Figure 1. Clock wires, drivers and flops (run 1).
Bar = 50 µm.
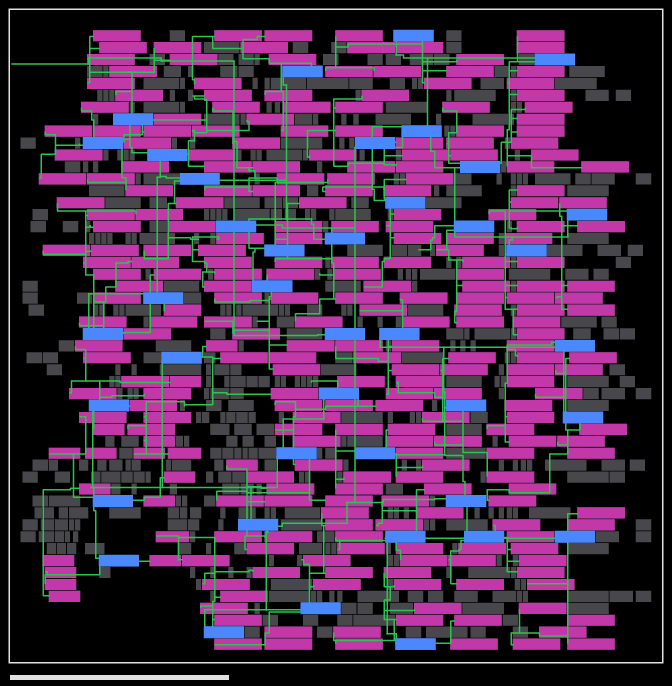
Figure 2. Routing congestion (run 1).
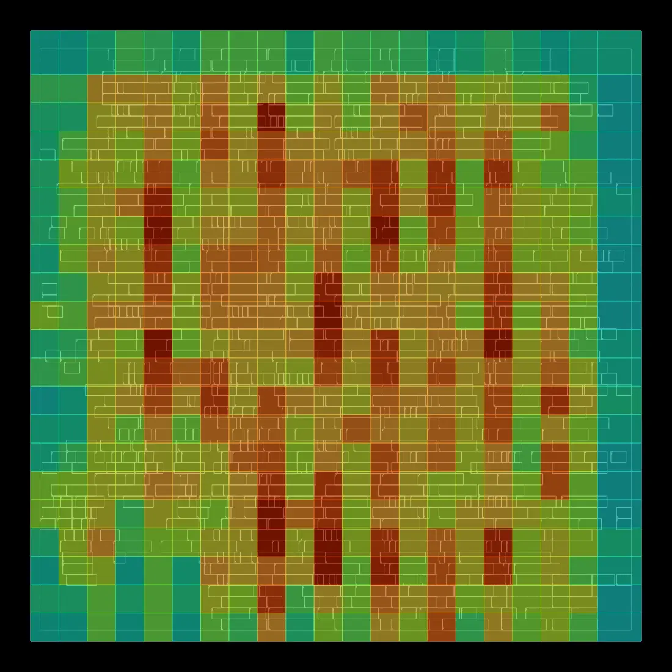
Figure 3. Supply network (run 1).
Pins as bars on the die edge. Tap cells in gray.
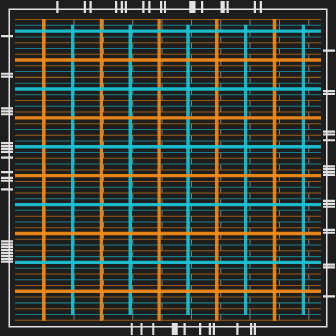
**config.mk**
```make
export PLATFORM = sky130hd
export DESIGN_NAME = mul_add_result_collector_flat
export DESIGN_NICKNAME = d
export VERILOG_FILES = /design/src/rtl/mul_add_pkg.sv /design/src/rtl/mul_add_result_collector_if.sv /design/src/rtl/mul_add_result_fifo.sv /design/src/rtl/mul_add_result_collector.sv /design/src/flat_wrapper.sv
export SDC_FILE = /design/constraint.sdc
export NUM_CORES = 1
export LEC_CHECK = 0
export CAP_MARGIN = 20
export CORE_MARGIN = 2
export CORE_UTILIZATION = 55
export CTS_CLUSTER_SIZE = 8
export DETAILED_ROUTE_END_ITERATION = 8
export PLACE_DENSITY_LB_ADDON = 0.3
export SKIP_LAST_GASP = 1
export SLEW_MARGIN = 30
export SYNTH_ARGS = -nofsm -noshare
export SYNTH_HDL_FRONTEND = slang
export SYNTH_SLANG_ARGS = --single-unit
export TNS_END_PERCENT = 50
```
**constraint.sdc**
```tcl
create_clock -name clk -period 11.8 [get_ports clk]
set_input_delay 3.54 -clock clk [delete_from_list [all_inputs] [get_ports clk]]
set_output_delay 3.54 -clock clk [all_outputs]
set_load 0.1 [all_outputs]
```
**src/rtl/mul_add_pkg.sv**
```systemverilog
// Shared constants and result type for the multiply-add pipeline and its result collector.
package mul_add_pkg;

    localparam int unsigned MUL_ADD_LATENCY    = 3;
    localparam int unsigned MUL_ADD_WIDTH      = 32;
    localparam int unsigned MUL_ADD_FIFO_DEPTH = 5;

    typedef logic [MUL_ADD_WIDTH-1:0] mul_add_result_t;

endpackage

```
**src/rtl/mul_add_result_collector_if.sv**
```systemverilog
// Issue handshake, pipeline result, consumer handshake and credit view of the collector.
interface mul_add_result_collector_if
    import mul_add_pkg::*;
#(
    parameter int unsigned DATA_WIDTH = MUL_ADD_WIDTH,
    parameter int unsigned DEPTH      = MUL_ADD_FIFO_DEPTH
);

    localparam int unsigned CREDIT_W = $clog2(DEPTH + 1);

    logic                  issue_valid;
    logic                  issue_ready;
    logic [DATA_WIDTH-1:0] pipe_result;
    logic                  out_valid;
    logic                  out_ready;
    logic [DATA_WIDTH-1:0] out_data;
    logic [CREDIT_W-1:0]   credits;

    // Issuer, pipeline and consumer side.
    modport master (
        output issue_valid,
        input  issue_ready,
        output pipe_result,
        input  out_valid,
        output out_ready,
        input  out_data,
        input  credits
    );

    // Collector side.
    modport slave (
        input  issue_valid,
        output issue_ready,
        input  pipe_result,
        output out_valid,
        input  out_ready,
        output out_data,
        output credits
    );

endinterface

```
**src/rtl/mul_add_result_fifo.sv**
```systemverilog
// Synchronous FIFO of arbitrary (non power-of-two) depth; pointers wrap modulo DEPTH.
module mul_add_result_fifo #(
    parameter int unsigned DEPTH      = 5,
    parameter int unsigned DATA_WIDTH = 32
) (
    input  logic                         clk,
    input  logic                         rst_n,
    input  logic                         wr_en,
    input  logic [DATA_WIDTH-1:0]        wr_data,
    input  logic                         rd_en,
    output logic [DATA_WIDTH-1:0]        rd_data,
    output logic                         empty,
    output logic                         full,
    output logic [$clog2(DEPTH+1)-1:0]   count
);

    localparam int unsigned PTR_W = (DEPTH > 1) ? $clog2(DEPTH) : 1;
    localparam int unsigned CNT_W = $clog2(DEPTH + 1);

    logic [DATA_WIDTH-1:0] mem_q [DEPTH];
    logic [PTR_W-1:0]      wr_ptr_q, wr_ptr_d;
    logic [PTR_W-1:0]      rd_ptr_q, rd_ptr_d;
    logic [CNT_W-1:0]      count_q, count_d;
    logic                  do_wr;
    logic                  do_rd;

    function automatic logic [PTR_W-1:0] ptr_inc(input logic [PTR_W-1:0] p);
        return (p == PTR_W'(DEPTH - 1)) ? '0 : p + PTR_W'(1);
    endfunction

    // A write at full is accepted only when a pop frees the head slot in the same cycle.
    always_comb begin
        do_rd    = rd_en && (count_q != '0);
        do_wr    = wr_en && ((count_q != CNT_W'(DEPTH)) || do_rd);
        wr_ptr_d = do_wr ? ptr_inc(wr_ptr_q) : wr_ptr_q;
        rd_ptr_d = do_rd ? ptr_inc(rd_ptr_q) : rd_ptr_q;
        count_d  = count_q + CNT_W'(do_wr) - CNT_W'(do_rd);
    end

    always_ff @(posedge clk) begin
        if (!rst_n) begin
            wr_ptr_q <= '0;
            rd_ptr_q <= '0;
            count_q  <= '0;
        end else begin
            wr_ptr_q <= wr_ptr_d;
            rd_ptr_q <= rd_ptr_d;
            count_q  <= count_d;
        end
    end

    // Storage is cleared so the head reads zero out of reset.
    always_ff @(posedge clk) begin
        if (!rst_n) begin
            for (int i = 0; i < int'(DEPTH); i++) begin
                mem_q[i] <= '0;
            end
        end else if (do_wr) begin
            mem_q[wr_ptr_q] <= wr_data;
        end
    end

    assign rd_data = mem_q[rd_ptr_q];
    assign empty   = (count_q == '0);
    assign full    = (count_q == CNT_W'(DEPTH));
    assign count   = count_q;

endmodule

```
**src/rtl/mul_add_result_collector.sv**
```systemverilog
// Sink of the fixed-latency multiply-add pipeline: tracks real issues, captures their
// results into a FIFO and hands out credits so the FIFO can never overflow.
module mul_add_result_collector
    import mul_add_pkg::*;
#(
    parameter int unsigned LATENCY    = MUL_ADD_LATENCY,
    parameter int unsigned DATA_WIDTH = MUL_ADD_WIDTH,
    parameter int unsigned DEPTH      = MUL_ADD_FIFO_DEPTH
) (
    input  logic                     clk,
    input  logic                     rst_n,
    mul_add_result_collector_if.slave bus
);

    localparam int unsigned CREDIT_W = $clog2(DEPTH + 1);

    logic [CREDIT_W-1:0]   credits_q, credits_d;
    logic                  issue_ready_q, issue_ready_d;
    logic [LATENCY-1:0]    track_q, track_d;
    logic                  issue_fire;
    logic                  out_fire;
    logic                  fifo_wr;
    logic                  fifo_empty;
    logic                  fifo_full;
    logic [CREDIT_W-1:0]   fifo_count;
    logic [DATA_WIDTH-1:0] fifo_rd_data;

    // issue_ready is registered from the next credit value, so out_ready never reaches it combinationally.
    always_comb begin
        issue_fire    = bus.issue_valid && issue_ready_q;
        out_fire      = !fifo_empty && bus.out_ready;
        credits_d     = credits_q + CREDIT_W'(out_fire) - CREDIT_W'(issue_fire);
        issue_ready_d = (credits_d != '0);
        track_d       = (track_q << 1) | LATENCY'(issue_fire);
        fifo_wr       = track_q[LATENCY-1];
    end

    always_ff @(posedge clk) begin
        if (!rst_n) begin
            credits_q     <= CREDIT_W'(DEPTH);
            issue_ready_q <= 1'b1;
            track_q       <= '0;
        end else begin
            credits_q     <= credits_d;
            issue_ready_q <= issue_ready_d;
            track_q       <= track_d;
        end
    end

    mul_add_result_fifo #(
        .DEPTH      (DEPTH),
        .DATA_WIDTH (DATA_WIDTH)
    ) u_fifo (
        .clk     (clk),
        .rst_n   (rst_n),
        .wr_en   (fifo_wr),
        .wr_data (bus.pipe_result),
        .rd_en   (out_fire),
        .rd_data (fifo_rd_data),
        .empty   (fifo_empty),
        .full    (fifo_full),
        .count   (fifo_count)
    );

    assign bus.issue_ready = issue_ready_q;
    assign bus.out_valid   = !fifo_empty;
    assign bus.out_data    = fifo_rd_data;
    assign bus.credits     = credits_q;

    // A write into a full FIFO means credit accounting is broken.
    a_no_write_when_full: assert property (@(posedge clk) disable iff (!rst_n)
        !(fifo_wr && fifo_full));

    // Every credit is either free, in flight in the pipeline, or held by a stored result.
    a_credit_conservation: assert property (@(posedge clk) disable iff (!rst_n)
        (32'(fifo_count) + 32'($countones(track_q)) + 32'(credits_q)) == 32'(DEPTH));

endmodule

```
**src/flat_wrapper.sv**
```systemverilog
// flat-port wrapper written by rule: the top's interface ports become plain ports
module mul_add_result_collector_flat import mul_add_pkg::*;
#(
    parameter int unsigned LATENCY    = MUL_ADD_LATENCY,
    parameter int unsigned DATA_WIDTH = MUL_ADD_WIDTH,
    parameter int unsigned DEPTH      = MUL_ADD_FIFO_DEPTH
)
  (clk, rst_n, bus_issue_valid, bus_issue_ready, bus_pipe_result, bus_out_valid, bus_out_ready, bus_out_data, bus_credits);
  mul_add_result_collector_if #(.DATA_WIDTH(DATA_WIDTH), .DEPTH(DEPTH)) bus_i ();
  input  logic clk;
  input  logic rst_n;
  input wire logic [$bits(bus_i.issue_valid)-1:0] bus_issue_valid;
  output wire logic [$bits(bus_i.issue_ready)-1:0] bus_issue_ready;
  input wire logic [$bits(bus_i.pipe_result)-1:0] bus_pipe_result;
  output wire logic [$bits(bus_i.out_valid)-1:0] bus_out_valid;
  input wire logic [$bits(bus_i.out_ready)-1:0] bus_out_ready;
  output wire logic [$bits(bus_i.out_data)-1:0] bus_out_data;
  output wire logic [$bits(bus_i.credits)-1:0] bus_credits;
  assign bus_i.issue_valid = bus_issue_valid;
  assign bus_issue_ready = bus_i.issue_ready;
  assign bus_i.pipe_result = bus_pipe_result;
  assign bus_out_valid = bus_i.out_valid;
  assign bus_i.out_ready = bus_out_ready;
  assign bus_out_data = bus_i.out_data;
  assign bus_credits = bus_i.credits;
  mul_add_result_collector #(.LATENCY(LATENCY), .DATA_WIDTH(DATA_WIDTH), .DEPTH(DEPTH)) u_core (.clk(clk), .rst_n(rst_n), .bus(bus_i));
endmodule
```
==> results.txt, run 1 <==
Main metrics from the flow reports.

The flow ran to the end, and the final reports show no timing, DRC or antenna violations. In the synthesized netlist, the number of instances is about 700. Leaving out buffers and inverters, the combinational logic in the layout accounts for roughly 3200 µm². The total power of the final layout is about 2.8 mW. Per the detail_route report, vias per standard cell equal about 6. Per STA, the endpoint of the critical path is bus_out_data[31]. The wire length of the first global-routing pass is 38.41 mm. The iteration count of the initial detailed-routing pass is 8. By instance count after routing, the leading logic cell type is edfxtp_1. The placed wire-length estimate is 13.04 mm. The category of the critical setup timing path is register to output pin. The number of max-slew violations in the final report came out at 0. The highest attainable clock frequency is about 140 MHz. The number of clock buffers inserted by TritonCTS came out at 40. In this run the critical register-to-register path is launched from u_core.u_fifo.count[1]. TritonCTS built the clock tree. The average cell area after synthesis came out at ~17 µm². The number of clock sinks came out at 275.

The post-layout period usage of the worst path came out at 0.6195. The number of flip-flops under the largest register name is roughly 260. The netlist area before placement came out at between 10,000 and 15,000 µm². The die is approximately 150 µm tall. The die covers between 20,000 and 25,000 µm².
Notes on Figure 1 above:
legend:
  blue:
    item: clock-net drivers
    count: 40
  magenta:
    item: flip-flops
    count: 275
  green:
    item: clock wires
    length: 3,250 µm
routed clock nets: 41
flops lie: widely spread
power share of the clock group: 0.360
clock distribution power: 1.01 mW
Clock Latency Late Sink: 0.51 ns
worst clock skew on the final layout: 0.01166 ns

Notes on Figure 2 above:
GR met1 Demand/Resource: 0.3064
met2 global-route usage: 0.4037
detailed-route wire length per cell: 23.32 µm
Global Route met3 Usage: 0.04540
Total Routing Usage GR: 0.2353

Notes on Figure 3 above:
legend:
  orange:
    net: VSS
  cyan:
    net: VDD
met5 straps: 10
signal pins: 73

-- run 1: critical path, delay by kind of cell (launching register included) --
family	cells	cell delay [ns]
flops	1	0.60
buf+inv	2	1.68
mux	2	0.94
-- run 1: kinds of logic after synthesis --
kind of cell	share of synthesized area
muxes	0.1720
DFF	0.7009
adders and majority gates	0.01109
buffers and inverters	0.02305
xor gates and xnor gates	0.003043
and+or+nand+nor	0.08425
AOI/OAI and AO/OA	0.005653
-- run 1: area by class of cell --
type | instances | area share
Sequential cell | 275 | 0.5931
Inverter | 10 | 0.002757
Clock buffer | 56 | 0.07950
Multi-Input combinational cell | 357 | 0.2371
Timing Repair Buffer | 87 | 0.06085
Tap cell | 270 | 0.02482
Clock inverter | 3 | 0.001838
==> inputs of run 2 (changes only) <==
==> constraint.sdc (replaced) <==
create_clock -name clk -period 7.4 [get_ports clk]
set_input_delay 2.22 -clock clk [delete_from_list [all_inputs] [get_ports clk]]
set_output_delay 2.22 -clock clk [all_outputs]
set_load 0.1 [all_outputs]
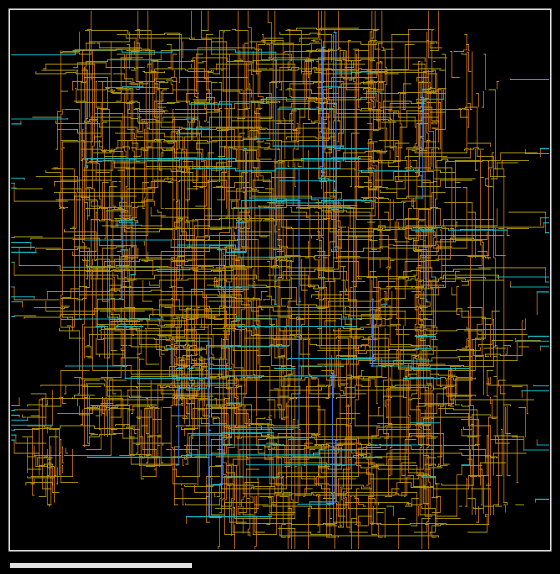
Figure 4: run 2, signal wires by layer.
Bar = 50 µm.
legend:
  yellow:
    layer: M1
    wire_length: 9,900 µm
  blue:
    layer: M4
    wire_length: 640 µm
  orange:
    layer: M2
    wire_length: 13,200 µm
  cyan:
    layer: M3
    wire_length: 1,610 µm

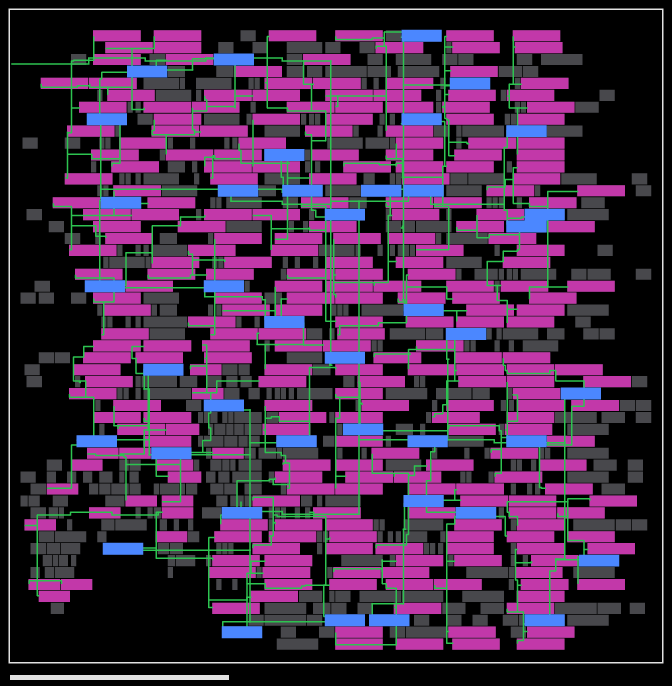
Figure 5: run 2, clock wires, drivers and flops.
Bar = 50 µm.
legend:
  blue:
    item: clock-net drivers
    count: 40
  magenta:
    item: flip-flops
    count: 275
  green:
    item: clock wires
    length: 3,210 µm
flops lie: widely spread
routed clock nets: 41
power share of the clock group: 0.355
worst clock skew on the final layout: 0.01437 ns
clock distribution power: 1.59 mW

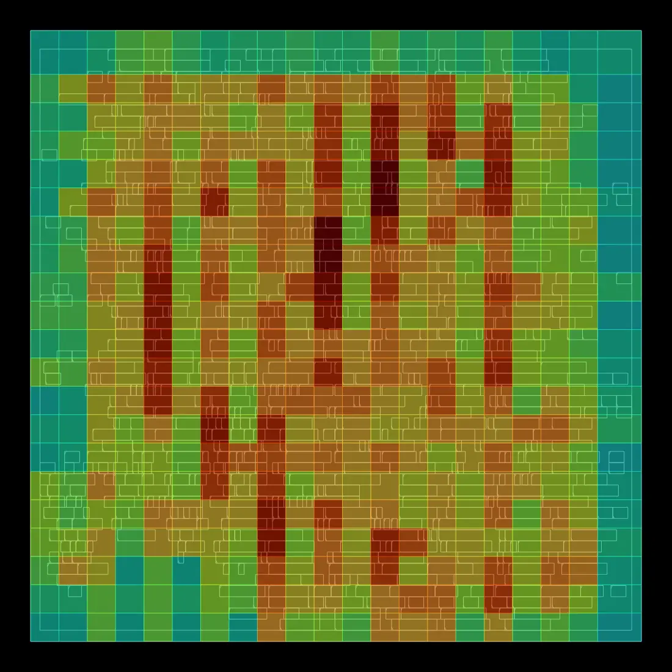
Figure 6: run 2, routing congestion.
met2 global-route usage: 0.4109
GR met1 Demand/Resource: 0.3079

==> results.txt, run 2 <==
Main metrics from the flow reports.

The run finished with clean final reports. The average cell area after synthesis is 16.83 µm² (unchanged). The global routing met3 resource utilization is 0.04509 (-0.0003067). The critical path's top delay family is buffers and inverters. The instance count of the mapped netlist is 684 (unchanged). The combinational cell area excluding buffers and inverters is 3222 µm² (-0.19%). The register fraction of the total cell area came out at 0.5933 (about the same). The number of ordinary and repair buffers in the finished layout came out at 89 (+2.3%). The floorplan die area is 22,100 µm² (unchanged). The overall global routing resource usage is 0.2390 (+0.003741). The worst flop-to-flop path startpoint is u_core.u_fifo.count[2]. The largest contributor to cell area by class is registers. The final routed wire length divided by cell count is 24.08 µm (+3.2%).

The share of final layout cell area taken by non-clock buffers is 0.06344 (+0.002597). The clock latency reported for the late side of the worst-skew pair is 0.51 ns (about the same). Among the non-sequential cells, multiplexers take the most area.

TritonCTS built the clock tree. The most common logic cell in the final layout is edfxtp_1. The number of multi-input logic gates came to 357 (unchanged). The number of max-slew violations in the final report is 0 (unchanged). The total buffers and inverters traversed by the critical path came out at 2 (unchanged).

The wire length of the first global-routing pass is 38.87 mm (+1.2%). The number of clock sinks came out at 275 (unchanged). The post-layout period usage of the worst path is 0.7738. The share of synthesized cell area in full adder, half adder and majority cells came out at 0.01109 (unchanged). The sequential cell count of the final layout came out at 275 (unchanged). The proportion of cell area occupied by multi-input gates is 0.2368 (-0.0003729).

The number of cells on the critical path is 4 (unchanged). The routed via count divided by cell count is 6.067 (+1.3%). The category of the critical setup timing path is register to output pin.

The highest attainable clock frequency is roughly 170 MHz. The placed wire-length estimate came out at 13.29 mm (+1.9%). The post-synthesis share of cell area spent on xor and xnor gates came out at 0.003044 (unchanged). The netlist area before placement is 11,510 µm² (unchanged).
## run 2: cell count changes in the layout (fill, tap and decap cells not counted)
| cell | previous run | this run |
|---|---|---|
| nor3_2 | 2 | 3 |
| clkbuf_1 | 15 | 6 |
| buf_16 | 0 | 1 |
| buf_4 | 15 | 16 |
| nor3_4 | 1 | 0 |
## run 2: worst reg2reg max path, cell delays in order, from the launching register on
cell	delay (ns)
dfxtp_1	0.34
o31ai_1	0.74
inv_1	0.19
ha_1	0.26
fa_1	0.37
xnor2_1	0.22
xnor2_1	0.11
or3_1	0.30
## run 2: logic make-up after synthesis
kind of cell	after synthesis
adder cells (fa/ha/maj)	9
AND-OR/OR-AND	9
buffers and inverters	52
XOR/XNOR	4
flip-flops	275
multiplexers	98
AND/OR/NAND/NOR	237
Power and IR drop assume default switching activity.
